**config.mk**
```make
export PLATFORM = sky130hd
export DESIGN_NAME = udp_port_demux_flat
export DESIGN_NICKNAME = d
export VERILOG_FILES = /design/src/rtl/udp_port_demux_if.sv /design/src/rtl/udp_port_demux.sv /design/src/flat_wrapper.sv
export SDC_FILE = /design/constraint.sdc
export NUM_CORES = 1
export LEC_CHECK = 0
export CAP_MARGIN = 10
export CORE_ASPECT_RATIO = 0.7
export CORE_UTILIZATION = 60
export DETAILED_ROUTE_END_ITERATION = 6
export GPL_ROUTABILITY_DRIVEN = 0
export GPL_TIMING_DRIVEN = 1
export PLACE_DENSITY_LB_ADDON = 0.25
export SLEW_MARGIN = 20
export SYNTH_ARGS = -nofsm -noshare
export SYNTH_HDL_FRONTEND = slang
export SYNTH_SLANG_ARGS = --single-unit
```
**constraint.sdc**
```tcl
create_clock -name clock -period 7 [get_ports clock]
set_input_delay 1.4 -clock clock [delete_from_list [all_inputs] [get_ports clock]]
set_output_delay 1.4 -clock clock [all_outputs]
set_load 0.005 [all_outputs]
```
**src/rtl/udp_port_demux_if.sv**
```systemverilog
// udp_port_demux_if
// Receive word stream handed over by the IP header stripper.
//   udpsof / udpeof : first / last word of a UDP datagram (qualified by udpvalidin)
//   udpvalidin      : word strobe, gaps allowed
//   udpdatain       : 16-bit big-endian datagram word
//   crcmatch        : Ethernet FCS good, meaningful on the udpeof word
//   pseudosum       : IP pseudo-header partial sum, meaningful on the udpsof word
// master drives the stream, slave (the demux) receives it.
interface udp_port_demux_if;
    logic        udpsof;
    logic        udpeof;
    logic        udpvalidin;
    logic [15:0] udpdatain;
    logic        crcmatch;
    logic [15:0] pseudosum;

    modport master (
        output udpsof, udpeof, udpvalidin, udpdatain, crcmatch, pseudosum
    );

    modport slave (
        input  udpsof, udpeof, udpvalidin, udpdatain, crcmatch, pseudosum
    );
endinterface

```
**src/rtl/udp_port_demux.sv**
```systemverilog
// udp_port_demux
// Parses the 8-byte UDP header, matches the destination port against
// NUM_PORTS configured ports, verifies the ones-complement checksum (seeded
// with the IP pseudo-header sum) and either decodes a fixed-length control
// datagram into start/stop/sequence events or forwards the payload as a
// framed stream tagged with the matched port index.
// Ports:
//   clock, reset        : system clock, asynchronous active-high reset
//   rx                  : receive word stream (slave side)
//   portlist            : port i at bits [16i+15:16i]
//   startvalid, stopvalid, sequencevalid, sequenceno, value : control events
//   payvalid, paysof, payeof, paydata, payport : payload stream, 1-cycle latency
//   checksummatch, pkterr : one-cycle verdict pulses
//   dropcount           : saturating count of dropped datagrams
module udp_port_demux #(
    parameter int          NUM_PORTS     = 2,
    parameter logic [15:0] CTRL_LEN      = 16'd10,
    parameter int          CTRL_PORT_IDX = 0
) (
    input  logic                     clock,
    input  logic                     reset,
    udp_port_demux_if.slave          rx,
    input  logic [16*NUM_PORTS-1:0]  portlist,
    output logic                     startvalid,
    output logic                     stopvalid,
    output logic                     sequencevalid,
    output logic [14:0]              sequenceno,
    output logic                     value,
    output logic                     payvalid,
    output logic                     paysof,
    output logic                     payeof,
    output logic [15:0]              paydata,
    output logic [2:0]               payport,
    output logic                     checksummatch,
    output logic                     pkterr,
    output logic [15:0]              dropcount
);

    typedef enum logic [2:0] {
        ST_IDLE    = 3'd0,
        ST_HDR     = 3'd1,
        ST_CTRL    = 3'd2,
        ST_PAY     = 3'd3,
        ST_DROP    = 3'd4,
        ST_VERDICT = 3'd5
    } state_t;

    // Ones-complement add: 17-bit sum with the carry folded back into bit 0.
    function automatic logic [15:0] csum_add(input logic [15:0] a, input logic [15:0] b);
        logic [16:0] s;
        s = {1'b0, a} + {1'b0, b};
        return s[15:0] + {15'd0, s[16]};
    endfunction

    state_t      state_r, state_nx;
    logic [15:0] wcnt_r, wcnt_nx;
    logic [15:0] acc_r, acc_nx;
    logic [15:0] len_r, len_nx;
    logic [2:0]  idx_r, idx_nx;
    logic        nocsum_r, nocsum_nx;
    logic [15:0] ctrlw_r, ctrlw_nx;

    logic        startvalid_nx, stopvalid_nx, sequencevalid_nx, value_nx;
    logic [14:0] sequenceno_nx;
    logic        payvalid_nx, paysof_nx, payeof_nx;
    logic [15:0] paydata_nx;
    logic [2:0]  payport_nx;
    logic        checksummatch_nx, pkterr_nx;
    logic [15:0] dropcount_nx;

    logic        match_s;
    logic [2:0]  match_idx_s;
    logic [15:0] wcnt_inc_s;
    logic [15:0] acc_sum_s;
    logic [15:0] exp_words_s;
    logic        len_ok_s;
    logic        csum_ok_s;
    logic        ok_s;
    logic [15:0] ctrl_word_s;
    logic        drop_inc_s;

    // Lowest-index port match: scan downwards so the lowest hit is written last.
    always_comb begin
        match_s     = 1'b0;
        match_idx_s = 3'd0;
        for (int i = NUM_PORTS - 1; i >= 0; i--) begin
            if (portlist[16*i +: 16] == rx.udpdatain) begin
                match_s     = 1'b1;
                match_idx_s = 3'(i);
            end else begin
                match_idx_s = match_idx_s;
            end
        end
    end

    // Per-word arithmetic: running checksum, word count and verdict terms.
    always_comb begin
        wcnt_inc_s  = wcnt_r + 16'd1;
        acc_sum_s   = csum_add(acc_r, rx.udpdatain);
        // ceil(length/2) words, computed without overflowing 16 bits
        exp_words_s = {1'b0, len_r[15:1]} + {15'd0, len_r[0]};
        len_ok_s    = (exp_words_s == wcnt_inc_s);
        csum_ok_s   = (acc_sum_s == 16'hFFFF) | nocsum_r;
        ok_s        = csum_ok_s & rx.crcmatch & len_ok_s;
        ctrl_word_s = (wcnt_r == 16'd4) ? rx.udpdatain : ctrlw_r;
    end

    // Next-state and registered-output decode for the parser FSM.
    always_comb begin
        state_nx         = (state_r == ST_VERDICT) ? ST_IDLE : state_r;
        wcnt_nx          = wcnt_r;
        acc_nx           = acc_r;
        len_nx           = len_r;
        idx_nx           = idx_r;
        nocsum_nx        = nocsum_r;
        ctrlw_nx         = ctrlw_r;
        startvalid_nx    = 1'b0;
        stopvalid_nx     = 1'b0;
        sequencevalid_nx = 1'b0;
        sequenceno_nx    = sequenceno;
        value_nx         = value;
        payvalid_nx      = 1'b0;
        paysof_nx        = 1'b0;
        payeof_nx        = 1'b0;
        paydata_nx       = paydata;
        payport_nx       = payport;
        checksummatch_nx = 1'b0;
        pkterr_nx        = 1'b0;
        drop_inc_s       = 1'b0;

        if (rx.udpvalidin && rx.udpsof) begin
            // A new datagram preempts a payload frame in flight: close it with
            // an empty terminating word flagged bad so downstream discards it.
            if (state_r == ST_PAY) begin
                payvalid_nx = 1'b1;
                paysof_nx   = (wcnt_r == 16'd4);
                payeof_nx   = 1'b1;
                paydata_nx  = 16'h0000;
                pkterr_nx   = 1'b1;
            end else begin
                payvalid_nx = 1'b0;
            end
            acc_nx    = csum_add(rx.pseudosum, rx.udpdatain);
            wcnt_nx   = 16'd1;
            nocsum_nx = 1'b0;
            if (rx.udpeof) begin
                drop_inc_s = 1'b1;
                state_nx   = ST_IDLE;
            end else begin
                state_nx   = ST_HDR;
            end
        end else if (rx.udpvalidin) begin
            case (state_r)
                ST_HDR: begin
                    wcnt_nx = wcnt_inc_s;
                    acc_nx  = acc_sum_s;
                    // eof anywhere in the header (even on the checksum word)
                    // leaves nothing to verify against: treat as a runt.
                    if (rx.udpeof) begin
                        drop_inc_s = 1'b1;
                        state_nx   = ST_IDLE;
                    end else if (wcnt_r == 16'd1) begin
                        idx_nx     = match_idx_s;
                        drop_inc_s = ~match_s;
                        state_nx   = match_s ? ST_HDR : ST_DROP;
                    end else if (wcnt_r == 16'd2) begin
                        len_nx = rx.udpdatain;
                    end else begin
                        nocsum_nx = (rx.udpdatain == 16'h0000);
                        if (len_r < 16'd8) begin
                            drop_inc_s = 1'b1;
                            state_nx   = ST_DROP;
                        end else if ((idx_r == 3'(CTRL_PORT_IDX)) && (len_r == CTRL_LEN)) begin
                            state_nx = ST_CTRL;
                        end else begin
                            state_nx = ST_PAY;
                        end
                    end
                end
                ST_CTRL: begin
                    wcnt_nx  = wcnt_inc_s;
                    acc_nx   = acc_sum_s;
                    ctrlw_nx = ctrl_word_s;
                    if (rx.udpeof) begin
                        state_nx = ST_VERDICT;
                        if (ok_s) begin
                            checksummatch_nx = 1'b1;
                            sequenceno_nx    = ctrl_word_s[15:1];
                            value_nx         = ctrl_word_s[0];
                            startvalid_nx    = (ctrl_word_s[15:1] == 15'd0) & ~ctrl_word_s[0];
                            stopvalid_nx     = (ctrl_word_s[15:1] == 15'd0) &  ctrl_word_s[0];
                            sequencevalid_nx = (ctrl_word_s[15:1] != 15'd0) & ~ctrl_word_s[0];
                        end else begin
                            pkterr_nx  = 1'b1;
                            drop_inc_s = 1'b1;
                        end
                    end else begin
                        state_nx = ST_CTRL;
                    end
                end
                ST_PAY: begin
                    wcnt_nx     = wcnt_inc_s;
                    acc_nx      = acc_sum_s;
                    payvalid_nx = 1'b1;
                    paysof_nx   = (wcnt_r == 16'd4);
                    payeof_nx   = rx.udpeof;
                    paydata_nx  = rx.udpdatain;
                    payport_nx  = idx_r;
                    if (rx.udpeof) begin
                        state_nx         = ST_VERDICT;
                        checksummatch_nx = ok_s;
                        pkterr_nx        = ~ok_s;
                    end else begin
                        state_nx = ST_PAY;
                    end
                end
                ST_DROP: begin
                    wcnt_nx  = wcnt_inc_s;
                    state_nx = rx.udpeof ? ST_IDLE : ST_DROP;
                end
                default: begin
                    // IDLE / VERDICT: stray words without sof are ignored
                    wcnt_nx = wcnt_r;
                end
            endcase
        end else begin
            wcnt_nx = wcnt_r;
        end

        dropcount_nx = (drop_inc_s && (dropcount != 16'hFFFF)) ? dropcount + 16'd1 : dropcount;
    end

    // State, datapath and output registers.
    always_ff @(posedge clock or posedge reset) begin
        if (reset) begin
            state_r       <= ST_IDLE;
            wcnt_r        <= 16'd0;
            acc_r         <= 16'd0;
            len_r         <= 16'd0;
            idx_r         <= 3'd0;
            nocsum_r      <= 1'b0;
            ctrlw_r       <= 16'd0;
            startvalid    <= 1'b0;
            stopvalid     <= 1'b0;
            sequencevalid <= 1'b0;
            sequenceno    <= 15'd0;
            value         <= 1'b0;
            payvalid      <= 1'b0;
            paysof        <= 1'b0;
            payeof        <= 1'b0;
            paydata       <= 16'd0;
            payport       <= 3'd0;
            checksummatch <= 1'b0;
            pkterr        <= 1'b0;
            dropcount     <= 16'd0;
        end else begin
            state_r       <= state_nx;
            wcnt_r        <= wcnt_nx;
            acc_r         <= acc_nx;
            len_r         <= len_nx;
            idx_r         <= idx_nx;
            nocsum_r      <= nocsum_nx;
            ctrlw_r       <= ctrlw_nx;
            startvalid    <= startvalid_nx;
            stopvalid     <= stopvalid_nx;
            sequencevalid <= sequencevalid_nx;
            sequenceno    <= sequenceno_nx;
            value         <= value_nx;
            payvalid      <= payvalid_nx;
            paysof        <= paysof_nx;
            payeof        <= payeof_nx;
            paydata       <= paydata_nx;
            payport       <= payport_nx;
            checksummatch <= checksummatch_nx;
            pkterr        <= pkterr_nx;
            dropcount     <= dropcount_nx;
        end
    end

endmodule

```
**src/flat_wrapper.sv**
```systemverilog
// flat-port wrapper written by rule: the top's interface ports become plain ports
module udp_port_demux_flat 
#(
    parameter int          NUM_PORTS     = 2,
    parameter logic [15:0] CTRL_LEN      = 16'd10,
    parameter int          CTRL_PORT_IDX = 0
)
  (clock, reset, portlist, startvalid, stopvalid, sequencevalid, sequenceno, value, payvalid, paysof, payeof, paydata, payport, checksummatch, pkterr, dropcount, rx_udpsof, rx_udpeof, rx_udpvalidin, rx_udpdatain, rx_crcmatch, rx_pseudosum);
  udp_port_demux_if rx_i ();
  input  logic clock;
  input  logic reset;
  input  logic [16*NUM_PORTS-1:0] portlist;
  output logic startvalid;
  output logic stopvalid;
  output logic sequencevalid;
  output logic [14:0] sequenceno;
  output logic value;
  output logic payvalid;
  output logic paysof;
  output logic payeof;
  output logic [15:0] paydata;
  output logic [2:0] payport;
  output logic checksummatch;
  output logic pkterr;
  output logic [15:0] dropcount;
  input wire logic [$bits(rx_i.udpsof)-1:0] rx_udpsof;
  input wire logic [$bits(rx_i.udpeof)-1:0] rx_udpeof;
  input wire logic [$bits(rx_i.udpvalidin)-1:0] rx_udpvalidin;
  input wire logic [$bits(rx_i.udpdatain)-1:0] rx_udpdatain;
  input wire logic [$bits(rx_i.crcmatch)-1:0] rx_crcmatch;
  input wire logic [$bits(rx_i.pseudosum)-1:0] rx_pseudosum;
  assign rx_i.udpsof = rx_udpsof;
  assign rx_i.udpeof = rx_udpeof;
  assign rx_i.udpvalidin = rx_udpvalidin;
  assign rx_i.udpdatain = rx_udpdatain;
  assign rx_i.crcmatch = rx_crcmatch;
  assign rx_i.pseudosum = rx_pseudosum;
  udp_port_demux #(.NUM_PORTS(NUM_PORTS), .CTRL_LEN(CTRL_LEN), .CTRL_PORT_IDX(CTRL_PORT_IDX)) u_core (.clock(clock), .reset(reset), .rx(rx_i), .portlist(portlist), .startvalid(startvalid), .stopvalid(stopvalid), .sequencevalid(sequencevalid), .sequenceno(sequenceno), .value(value), .payvalid(payvalid), .paysof(paysof), .payeof(payeof), .paydata(paydata), .payport(payport), .checksummatch(checksummatch), .pkterr(pkterr), .dropcount(dropcount));
endmodule
```
==> images/registers.png <==
Other sequential cells in the stronger grey, the rest of the logic in the fainter grey.
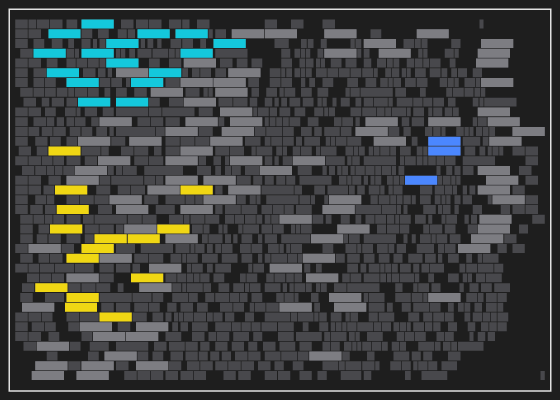
u_core.state_r -> blue  # flops 3
u_core.sequenceno -> yellow  # flops 15
u_core.dropcount -> cyan  # flops 16, where upper left
not coloured = 92
fraction of the core area covered by cells at the end of the flow: 76.0%
Sequential cell area: 3150 um^2
reported sequential group power: 0.000941 W
share of cell area taken by flip-flops and latches: 27.9%

==> images/density.png <==
15 x 11 tiles, from black (low) to pale yellow (high), 0 to 100% covered.
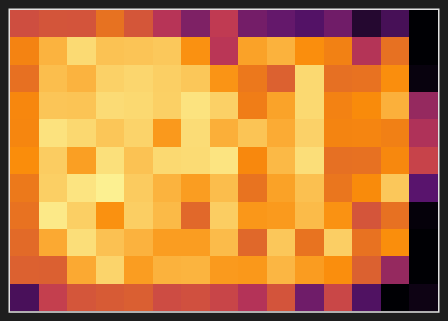
mean over tiles = 69%
tiles over 75% full = 53%
nearly empty tiles = 3.6%

==> images/drive_strength.png <==
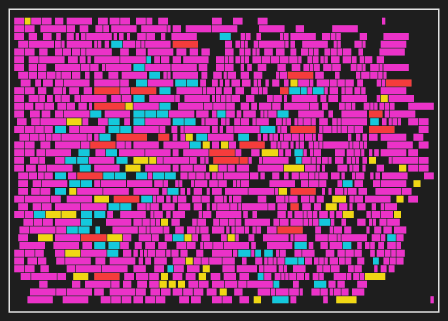
drive 2 -> cyan  # cells 81, share 7.4%, most used mux2_2
drive 1 or less -> magenta  # cells 950, share 86%
drive 3 to 4 -> yellow  # cells 45, share 4.1%, most used buf_4
drive 6 and up -> red  # cells 24, share 2.2%, most used clkbuf_16

==> images/cell_classes.png <==
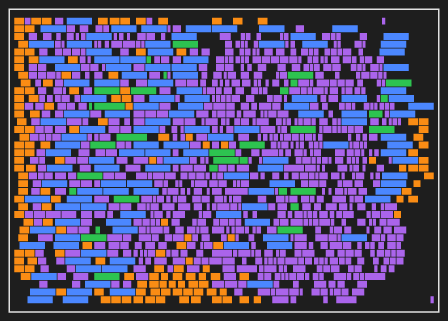
flops -> blue  # cells 126, share of their area 29%
other buffers and delay cells -> orange  # cells 149, share of their area 13%
all other logic -> purple  # cells 793, share of their area 53%
clock drivers and dummy loads -> green  # cells 32, share of their area 5.3%
Std-Cell Rows: 37
Core ar.: 14,900 um^2

==> notes.md <==
Results of the implementation run.

The first detailed-routing pass took 6 iterations. The highest metal layer with signal wires is met4. The worst setup path is captured at a flop.

The first global-routing pass estimated 43,800 um of wire. The met3 wire length came out at ~3000 um. The combinational share of power came out at 44.0%. The number of OpenROAD warnings is 31. The number of maximum-capacitance violations recorded for the run is 0. met1 is the most crowded layer. In the hold report, the worst path ends at u_core.dropcount[4]. The primary flip-flop cell chosen by synthesis mapping is sky130_fd_sc_hd__dfrtp_1.

The I/O pin total is 129. The global route total overflow is 0. The overall routed net length is between 20,000 and 30,000 um. The capture point of the critical path is u_core.value. The combinational family with the most area after synthesis is simple AND/OR/NAND/NOR gates.

Per the timing report, the most critical flop-to-flop path originates at u_core.acc_r[6]. STA puts the critical path data required time at 7.31 ns. The count of non-CTS buffers in the layout came out at 149. The routed design shows a wire length per standard cell of approximately 22 um.

The post-route setup TNS is 0 ns. In this run the layout overhead on the synthesized area is reported as 22.0%. The aoi/oai-family share of the synthesized area is 15.9%. The worst-case setup margin in the final layout is 0.582 ns.

The critical path is of the in2reg type. The via count of the first global-routing pass is around 8,000. CTS placed an instance of sky130_fd_sc_hd__clkbuf_16 at the clock tree root. STA lists the endpoint of the worst register-to-register path as u_core.value. The number of non-clock inverters came out at 19. Per the OpenROAD floorplan log, the height of the die is 106 um.

The area share of the leading cell type in the synthesized netlist is 34.1%. The flop count came out at 126. The number of failing setup endpoints in the final timing report came out at 0. STA classifies the critical path startpoint as a primary input. For this run, the script counts the antenna cells in the layout as 0. The insertion delay of the later-clocked pin in the worst-skew pair is 0.43 ns. The layout buffering overhead excluding clock cells is 12.7%.

Looking at the power breakdown, sequential logic takes 28.7% of the total. The flow ran to the end, and the final reports show no timing, DRC or antenna violations.
No activity file was given, so power comes from the tool's default toggle rates.
